Fig. 1: cell classes on the final placement
The bar under the picture is 100 µm long.
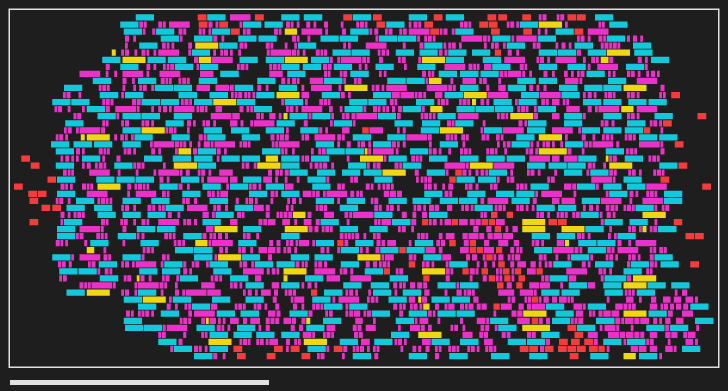
Fig. 2: PDN straps and rails
Pins as bars on the die edge. Tap cells in grey.
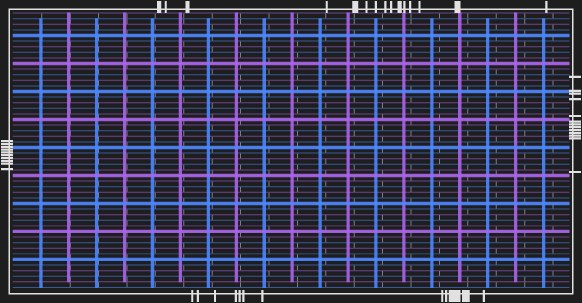
==> config.mk <==
export PLATFORM = sky130hd
export DESIGN_NAME = led_matrix_scan_ctrl
export DESIGN_NICKNAME = d
export VERILOG_FILES = /design/src/rtl/led_matrix_pkg.sv /design/src/rtl/led_frame_buf.sv /design/src/rtl/led_matrix_scan_ctrl.sv
export SDC_FILE = /design/constraint.sdc
export NUM_CORES = 1
export LEC_CHECK = 0
export CELL_PAD_IN_SITES_DETAIL_PLACEMENT = 0
export CELL_PAD_IN_SITES_GLOBAL_PLACEMENT = 1
export CORE_ASPECT_RATIO = 0.5
export CORE_MARGIN = 1
export CORE_UTILIZATION = 50
export DETAILED_ROUTE_END_ITERATION = 10
export GPL_ROUTABILITY_DRIVEN = 0
export PLACE_DENSITY = 0.88
export SETUP_SLACK_MARGIN = 0.1
export SYNTH_ARGS = -nofsm -noshare
export SYNTH_HDL_FRONTEND = slang
export SYNTH_SLANG_ARGS = --single-unit
==> constraint.sdc <==
create_clock -name clk -period 7.18 [get_ports clk]
set_input_delay 1.436 -clock clk [delete_from_list [all_inputs] [get_ports clk]]
set_output_delay 1.436 -clock clk [all_outputs]
set_load 0.005 [all_outputs]
==> src/rtl/led_matrix_pkg.sv <==
// Shared types and constants for the 8x8 RGB LED matrix scan controller.
package led_matrix_pkg;

  localparam int ROWS          = 8;
  localparam int COLS          = 8;
  localparam int ROW_W         = $clog2(ROWS);
  localparam int BRIGHT_STEPS  = 8;

  localparam logic [COLS-1:0] COL_OFF = 8'hFF;
  localparam logic [ROWS-1:0] ROW_OFF = 8'h00;

  typedef enum logic {
    ST_BLANK = 1'b0,
    ST_DRIVE = 1'b1
  } scan_state_e;

  // One matrix row of pixel-on bits, bit i = column i, 1 = lit.
  typedef struct packed {
    logic [COLS-1:0] r;
    logic [COLS-1:0] g;
    logic [COLS-1:0] b;
  } rgb_row_t;

endpackage

==> src/rtl/led_frame_buf.sv <==
// Double frame buffer: writes land in the back copy, the front copy feeds the
// scan, and a committed frame becomes the front on the next swap strobe.
module led_frame_buf
  import led_matrix_pkg::*;
(
  input  logic             clk,
  input  logic             rst,
  input  logic             wr_en,
  input  logic [ROW_W-1:0] wr_row,
  input  rgb_row_t         wr_data,
  input  logic             wr_last,
  input  logic             swap_stb,
  input  logic [ROW_W-1:0] rd_row,
  output rgb_row_t         rd_data,
  output logic             swap_pending
);

  rgb_row_t mem_q [2][ROWS];
  rgb_row_t mem_d [2][ROWS];
  logic     front_sel_q, front_sel_d;
  logic     pending_q, pending_d;

  always_comb begin
    // NOTE: every variable gets a default before any branch, so no path can
    // leave it unassigned and infer a latch.
    mem_d       = mem_q;
    front_sel_d = front_sel_q;
    pending_d   = pending_q;

    if (swap_stb && pending_q) begin
      front_sel_d = ~front_sel_q;
      pending_d   = 1'b0;
    end

    // A write on the swap cycle still targets the pre-swap back copy.
    if (wr_en) begin
      mem_d[~front_sel_q][wr_row] = wr_data;
      if (wr_last) pending_d = 1'b1;
    end
  end

  always_ff @(posedge clk) begin
    if (!rst) begin
      // NOTE: the buffers are explicitly cleared because a reset must
      // discard any displayed or partial frame and come back dark.
      for (int b = 0; b < 2; b++) begin
        for (int r = 0; r < ROWS; r++) begin
          mem_q[b][r] <= '0;
        end
      end
      front_sel_q <= 1'b0;
      pending_q   <= 1'b0;
    end else begin
      // NOTE: non-blocking assignments here so every flop samples the
      // pre-edge values regardless of statement order.
      mem_q       <= mem_d;
      front_sel_q <= front_sel_d;
      pending_q   <= pending_d;
    end
  end

  assign rd_data      = mem_q[front_sel_q][rd_row];
  assign swap_pending = pending_q;

endmodule

==> src/rtl/led_matrix_scan_ctrl.sv <==
// Row-scan scheduler for the 8x8 RGB LED matrix with blanking between rows.
// Optional macro LED_SCAN_BRIGHTNESS_EN adds a 3-bit per-row duty control.
module led_matrix_scan_ctrl
  import led_matrix_pkg::*;
#(
  parameter int ROW_DWELL    = 6250,
  parameter int BLANK_CYCLES = 50
) (
  input  logic       clk,
  input  logic       rst,
  input  logic       wr_valid,
  output logic       wr_ready,
  input  logic [2:0] wr_row,
  input  logic [7:0] wr_r,
  input  logic [7:0] wr_g,
  input  logic [7:0] wr_b,
  input  logic       wr_last,
`ifdef LED_SCAN_BRIGHTNESS_EN
  input  logic [2:0] brightness,
`endif
  output logic [7:0] led_row,
  output logic [7:0] led_col_r,
  output logic [7:0] led_col_g,
  output logic [7:0] led_col_b,
  output logic       frame_sync
);

  localparam int CNT_MAX = (ROW_DWELL > BLANK_CYCLES) ? ROW_DWELL : BLANK_CYCLES;
  localparam int CNT_W   = $clog2(CNT_MAX);

  scan_state_e      state_q, state_d;
  logic [ROW_W-1:0] row_q, row_d;
  logic [CNT_W-1:0] cnt_q, cnt_d;
  logic             started_q, started_d;

  logic [ROWS-1:0]  led_row_q, led_row_d;
  rgb_row_t         col_q, col_d;
  logic             frame_sync_q, frame_sync_d;

  rgb_row_t         front_row;
  logic             swap_pending;
  logic             wr_accept;
  logic             data_on;

  assign wr_ready  = !swap_pending;
  assign wr_accept = wr_valid && wr_ready;

  led_frame_buf u_frame_buf (
    .clk          (clk),
    .rst          (rst),
    .wr_en        (wr_accept),
    .wr_row       (wr_row),
    .wr_data      ({wr_r, wr_g, wr_b}),
    .wr_last      (wr_last),
    .swap_stb     (frame_sync_q),
    .rd_row       (row_d),
    .rd_data      (front_row),
    .swap_pending (swap_pending)
  );

  // The idle reset cycle re-enters BLANK row 0 so the first active cycle is a
  // full-length frame boundary.
  always_comb begin
    state_d   = state_q;
    row_d     = row_q;
    cnt_d     = cnt_q + CNT_W'(1);
    started_d = 1'b1;

    if (!started_q) begin
      state_d = ST_BLANK;
      row_d   = '0;
      cnt_d   = '0;
    end else begin
      unique case (state_q)
        ST_BLANK: begin
          if (cnt_q == CNT_W'(BLANK_CYCLES - 1)) begin
            state_d = ST_DRIVE;
            cnt_d   = '0;
          end
        end
        ST_DRIVE: begin
          if (cnt_q == CNT_W'(ROW_DWELL - 1)) begin
            state_d = ST_BLANK;
            cnt_d   = '0;
            row_d   = row_q + ROW_W'(1);
          end
        end
        default: ;
      endcase
    end
  end

`ifdef LED_SCAN_BRIGHTNESS_EN
  logic [2:0] bright_q, bright_d;

  always_comb begin
    bright_d = bright_q;
    if (state_q == ST_BLANK && state_d == ST_DRIVE) bright_d = brightness;
  end

  always_ff @(posedge clk) begin
    if (!rst) bright_q <= '0;
    else      bright_q <= bright_d;
  end

  assign data_on = int'(cnt_d) < (int'(bright_d) + 1) * (ROW_DWELL / BRIGHT_STEPS);
`else
  assign data_on = 1'b1;
`endif

  // Outputs are computed from the next scan position so they register on the
  // same edge that enters it.
  always_comb begin
    led_row_d    = ROW_OFF;
    col_d        = {COL_OFF, COL_OFF, COL_OFF};
    frame_sync_d = (state_d == ST_BLANK) && (row_d == '0) && (cnt_d == '0);

    if (state_d == ST_DRIVE) begin
      led_row_d = ROWS'(1) << row_d;
      if (data_on) col_d = ~front_row;
    end
  end

  always_ff @(posedge clk) begin
    if (!rst) begin
      state_q      <= ST_BLANK;
      row_q        <= '0;
      cnt_q        <= '0;
      started_q    <= 1'b0;
      led_row_q    <= ROW_OFF;
      col_q        <= {COL_OFF, COL_OFF, COL_OFF};
      frame_sync_q <= 1'b0;
    end else begin
      state_q      <= state_d;
      row_q        <= row_d;
      cnt_q        <= cnt_d;
      started_q    <= started_d;
      led_row_q    <= led_row_d;
      col_q        <= col_d;
      frame_sync_q <= frame_sync_d;
    end
  end

  assign led_row    = led_row_q;
  assign led_col_r  = col_q.r;
  assign led_col_g  = col_q.g;
  assign led_col_b  = col_q.b;
  assign frame_sync = frame_sync_q;

endmodule
==> notes.md <==
flow finished, numbers: yosys stat area 18400 µm², Syn Nets about 2200, DRT antenna net count 0, layout cell share with drive strength beyond 1 approximately 11%, Vias/cell 5.90, Synth area leader dfxtp_1, minimum clock period roughly 4.1 ns, area growth from synthesis to layout 11.6%, logic area about 9000 µm², inverters 5, max frequency ~0.24 GHz, grt met1 use a little over two fifths, total die size ~38000 µm², # Cells Yosys 2194, CTS Root Cell clkbuf_16, FF+latch area approximately 8800 µm², cell count after synthesis roughly 2200, Final Hold Viols 0, Top area cell types dfxtp_1 (48%), nand2_1 (16%), a21oi_1 (11%), Syn Std Cell Area 18400 µm², Largest Register u_frame_buf.mem_q, status finished, final reports clean, Combinational Gates about 1500, ys async rst share 0%, CP Max Fanout between 100 and 150, setup_tns 0 ns, crit-path cells clkdlybuf4s50_1 -> inv_8 -> buf_4 -> buf_4 -> a21oi_1, fp util ~51%, Commonest flop dfxtp_1, Worst Setup EP u_frame_buf.mem_q[330]$_SDFFE_PN0P_, Post-synth EDFFs 0, CP Launch Type input pin, simple share 20.2%, Critical Path RT about 7.6 ns, Setup WS pre-CTS 2.58 ns, part of the cycle the worst path needs between 50% and 60%, Pleak about 6.5 nW, leading registers by flop count u_frame_buf.mem_q: 384 flops, cnt_q: 13 flops, Well Taps ~480, relative slew slack roughly an eighth, fill count 3210, Hold Path Class flip-flop to flip-flop, final net count about 2200
-- Fig. 1 (at the start) --
magenta -> remaining logic cells  # cells 1550
yellow -> clock drivers and dummy loads  # cells 70
cyan -> sequential cells  # cells 437
red -> remaining buffers and delay cells  # cells 103
Rows: 49
Design Area, Final: 20500 µm²
Core Util, Final: 56.9%
Seq area share: 42.7%
core area: 36000 µm²

-- Fig. 2 (at the start) --
purple -> VDD
blue -> VSS
met1 rails = 50
rows = 49
met4 straps = 19
signal pins = 65
Worst VDD drop: 0.178 mV
Die X: 273 µm
die height: 138 µm

worst min path at each step:
stage / start / to / slack [ns] / depth (start not counted)
2_1_floorplan: u_frame_buf.mem_q[49]$_SDFFE_PN0P_ / u_frame_buf.mem_q[49]$_SDFFE_PN0P_ / 0.43 / 2
3_3_place_gp: u_frame_buf.mem_q[243]$_SDFFE_PN0P_ / u_frame_buf.mem_q[243]$_SDFFE_PN0P_ / 0.44 / 2
3_5_place_dp: u_frame_buf.mem_q[241]$_SDFFE_PN0P_ / u_frame_buf.mem_q[241]$_SDFFE_PN0P_ / 0.44 / 2
4_1_cts: u_frame_buf.mem_q[241]$_SDFFE_PN0P_ / u_frame_buf.mem_q[241]$_SDFFE_PN0P_ / 0.45 / 2
5_1_grt: u_frame_buf.mem_q[18]$_SDFFE_PN0P_ / u_frame_buf.mem_q[18]$_SDFFE_PN0P_ / 0.46 / 2
6_report: u_frame_buf.mem_q[142]$_SDFFE_PN0P_ / u_frame_buf.mem_q[142]$_SDFFE_PN0P_ / 0.45 / 2
synth_stat cells (2+ instances only):
cell type  count
nand4_1        2
o21ai_0       28
or2_2          2
a221o_1        4
dfxtp_1      437
nand2b_1       3
xor2_1         6
and3_1         8
mux2_2        11
nand3_1       35
a221oi_1      12
clkbuf_1     177
mux4_2        80
inv_1          5
nor3_1        16
a31oi_1       10
a22o_1        15
nand3b_1       4
nand2_1      795
and2_1         7
buf_1          8
buf_6          6
nor2_1        47
o21a_1         8
xnor2_1        8
nor2b_1        8
a21oi_1      386
ha_1           3
buf_2         10
a221oi_2      17
mux2i_1       14
buf_4          6
power breakdown:
part	switching, mW	total (mW)	internal (mW)
clock network	0.962	2.21	1.25
logic	0.154	0.209	0.0552
registers	0.0142	2.46	2.45
No activity file was given, so power comes from the tool's default toggle rates.
